`src/rtl/session_ctrl.sv`:
```
// Session sequencer for the countdown timer, fan and light: start/pause/cancel FSM, timer prescaler, fan dwell.
// Optional SESSION_CTRL_SOFTSTART_EN: fan moves one speed step per permitted change instead of jumping.
module session_ctrl #(
  parameter int TICK_DIV = 50,
  parameter int HOLD     = 4
) (
  input  logic       clk,
  input  logic       rst,
  input  logic       start,
  input  logic       pause,
  input  logic       cancel,
  input  logic       tmr_zero,
  input  logic [1:0] fan_req,
  output logic       tmr_set,
  output logic       tmr_en,
  output logic       light,
  output logic [1:0] fan,
  output logic [1:0] state,
  output logic       done
);

  typedef enum logic [1:0] {
    IDLE  = 2'd0,
    LOAD  = 2'd1,
    RUN   = 2'd2,
    PAUSE = 2'd3
  } state_t;

  localparam logic [15:0] PRESC_MAX = 16'(TICK_DIV - 1);
  localparam logic [7:0]  HOLD_L    = 8'(HOLD);

  state_t      st_q, st_d;
  logic [15:0] presc_q, presc_d;
  logic [7:0]  hcnt_q, hcnt_d;
  logic [1:0]  fan_q, fan_d;
  logic        done_q, done_d;

  function automatic logic [7:0] hcnt_sat_inc(input logic [7:0] v);
    return (v >= HOLD_L) ? HOLD_L : v + 8'd1;
  endfunction

  // Speed the fan moves to when a change is permitted (also used for the engage from 0).
  function automatic logic [1:0] fan_next(input logic [1:0] cur, input logic [1:0] req);
`ifdef SESSION_CTRL_SOFTSTART_EN
    if (req > cur)      return cur + 2'd1;
    else if (req < cur) return cur - 2'd1;
    else                return cur;
`else
    return (cur == req) ? cur : req;
`endif
  endfunction

  assign tmr_set = (st_q == LOAD);
  assign tmr_en  = (st_q == RUN) && (presc_q == PRESC_MAX) && !tmr_zero;
  assign light   = (st_q == RUN) || (st_q == PAUSE);
  assign fan     = fan_q;
  assign state   = st_q;
  assign done    = done_q;

  always_comb begin
    st_d    = st_q;
    presc_d = presc_q;
    hcnt_d  = hcnt_q;
    fan_d   = 2'd0;
    done_d  = 1'b0;
    case (st_q)
      IDLE: begin
        if (start) st_d = LOAD;
      end
      LOAD: begin
        presc_d = '0;
        hcnt_d  = '0;
        st_d    = cancel ? IDLE : RUN;
      end
      RUN: begin
        // cancel outranks expiry so an aborted session never reports done
        if (cancel) begin
          st_d = IDLE;
        end else if (tmr_zero) begin
          st_d   = IDLE;
          done_d = 1'b1;
        end else if (pause) begin
          st_d = PAUSE;
        end
        presc_d = (presc_q == PRESC_MAX) ? '0 : presc_q + 16'd1;
        fan_d   = fan_q;
        if (tmr_en) hcnt_d = hcnt_sat_inc(hcnt_q);
        if (fan_q == 2'd0) begin
          fan_d  = fan_next(fan_q, fan_req);
          hcnt_d = '0;
        end else if ((fan_req != fan_q) && (hcnt_q >= HOLD_L)) begin
          fan_d  = fan_next(fan_q, fan_req);
          hcnt_d = '0;
        end
        if (st_d != RUN) fan_d = 2'd0;
      end
      PAUSE: begin
        if (cancel)     st_d = IDLE;
        else if (start) st_d = RUN;
      end
      default: st_d = IDLE;
    endcase
  end

  always_ff @(posedge clk) begin
    if (rst) begin
      st_q    <= IDLE;
      presc_q <= '0;
      hcnt_q  <= '0;
      fan_q   <= 2'd0;
      done_q  <= 1'b0;
    end else begin
      st_q    <= st_d;
      presc_q <= presc_d;
      hcnt_q  <= hcnt_d;
      fan_q   <= fan_d;
      done_q  <= done_d;
    end
  end

endmodule

```
`config.mk`:
```
export PLATFORM = sky130hd
export DESIGN_NAME = session_ctrl
export DESIGN_NICKNAME = d
export VERILOG_FILES = /design/src/rtl/session_ctrl.sv
export SDC_FILE = /design/constraint.sdc
export NUM_CORES = 1
export LEC_CHECK = 0
export CAP_MARGIN = 20
export CELL_PAD_IN_SITES_DETAIL_PLACEMENT = 2
export CELL_PAD_IN_SITES_GLOBAL_PLACEMENT = 2
export CORE_MARGIN = 1.5
export CORE_UTILIZATION = 36
export DETAILED_ROUTE_END_ITERATION = 10
export GPL_TIMING_DRIVEN = 0
export PLACE_DENSITY = 0.81
export SLEW_MARGIN = 25
export SYNTH_ARGS = -nofsm -noshare
export SYNTH_HDL_FRONTEND = slang
export SYNTH_SLANG_ARGS = --single-unit
```
`constraint.sdc`:
```
create_clock -name clk -period 3.9 [get_ports clk]
set_input_delay 0.39 -clock clk [delete_from_list [all_inputs] [get_ports clk]]
set_output_delay 0.39 -clock clk [all_outputs]
set_load 0.05 [all_outputs]
```
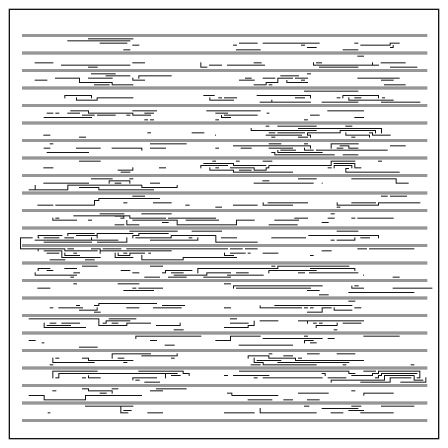
(met1 routing)
Supply wires on this layer in gray.
wire length on this layer	1,690 um
main direction	horizontal
Vias: 1,274
GRT met1 Usage: 0.2109

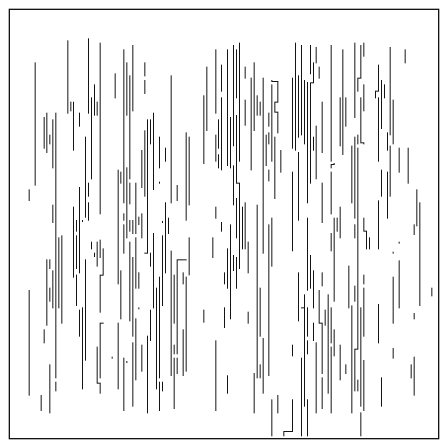
(met2 routing)
share of all routed wire	51%
wire length on this layer	1,980 um
main direction	vertical
final WL: 3.896 mm
GR Util met2: 0.3500

==> flow_metrics.py <==
# Metrics from the implementation run
metrics = {
    "cells_and_area": {
        "layout.area.top_class": "logic gates",
        "fin_nets": 208,
        "regArea_um2": 580.6,
        "final_util": 0.4628,
        "synthToLayoutAreaGrowth_pct": 20.15,
        "nClkBuffers": 6,
        "logic_gates": 128,
    },
    "run_status": {
        "status": "finished clean",
    },
    "worst_setup_path": {
        "startpoint_type": "flop",
    },
    "power": {
        "ir_drop_v": 0.0001824,
    },
    "synthesis": {
        "edf_count": 0,
        "synthCells": 170,
    },
    "timing": {
        "setup-tns-final_ns": 0,
        "rsz0062_at_grt": "no",
    },
    "grt": {
        "grt_max_degree": 11,
        "overflow": 0,
    },
    "routing": {
        "drt-met1-wl_mm": 1.685,
        "wl_per_cell_um": 16.17,
    },
    "clocking": {
        "clk_latency_ns": 0.28,
    },
    "placed_design": {
        "hpwlAfterDp_mm": 2.851,
    },
}
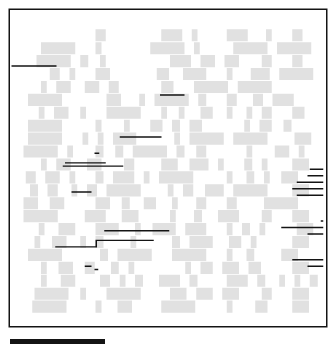
(met3 routing)
Scale bar: 20 um. Cells faint in the background.
longest straight run	13.3 um
nets with wire on the layer	16
share of all routed wire	3.3%
global-route track usage on met3: 0.04730

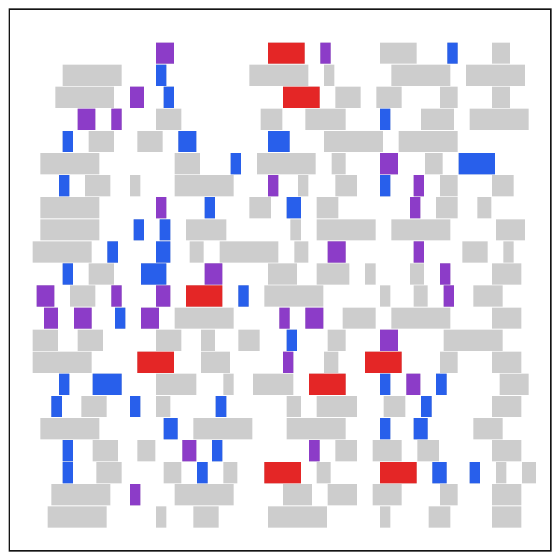
(gate families picked out)
color	family	cells
purple	NAND gates	29
blue	NOR gates	39
red	adder and majority cells	8

## synth_stat cells (2+ instances only)
cell type | instances | area (um^2)
nor3_1 | 5 | 25.02
o211ai_1 | 2 | 15.01
nand3_1 | 5 | 25.02
and2_1 | 4 | 25.02
dfxtp_1 | 29 | 580.6
inv_1 | 9 | 33.78
a21o_1 | 2 | 15.01
a211oi_1 | 3 | 22.52
and3_1 | 3 | 18.77
a21oi_1 | 8 | 40.04
nor2_1 | 29 | 108.9
nand2_1 | 14 | 52.55
ha_1 | 8 | 100.1
nand2b_1 | 3 | 18.77
xor2_1 | 9 | 78.83
o31ai_1 | 2 | 15.01
xnor2_1 | 5 | 43.79
nand4_1 | 7 | 43.79
buf_2 | 2 | 10.01
## layer usage
layer	global-route usage	up-vias
met3	0.04730	9
met2	0.3500	23
met5	0	-
met4	0.09439	0
met1	0.2109	614
li1	-	628
## kinds of logic (layout without fill, tap and decap cells)
group           count (synthesis)  after routing  share of synthesized area
xor+xnor                       14             14                    0.08441
compound gates                 24             24                     0.1189
buf+inv                        13             36                    0.04048
mux                             1              1                   0.006891
fa+ha+maj                       8              8                    0.06891
flops                          29             29                     0.3997
simple gates                   81             81                     0.2808
## critical path, cell delays in order, from the launching register on
cell and delay [ns]:
dfxtp_1 0.44, ha_1 0.19, nor4b_1 0.24, nand4_1 0.18, or2_1 0.28, inv_1 0.07, clkdlybuf4s50_1 0.79
## cell usage in the layout, fill, tap and decap left out, types with 7 or more instances in the layout
master	instances
a21oi_1	8
inv_1	9
ha_1	8
nand2_1	14
dfxtp_1	29
nor2_1	29
nand4_1	7
clkdlybuf4s50_1	15
xor2_1	9
## state kept, by name (all words and copies together) (netlist names)
name	count
done	1
fan	2
hcnt_q	8
presc_q	16
state	2
Power and IR drop assume default switching activity.
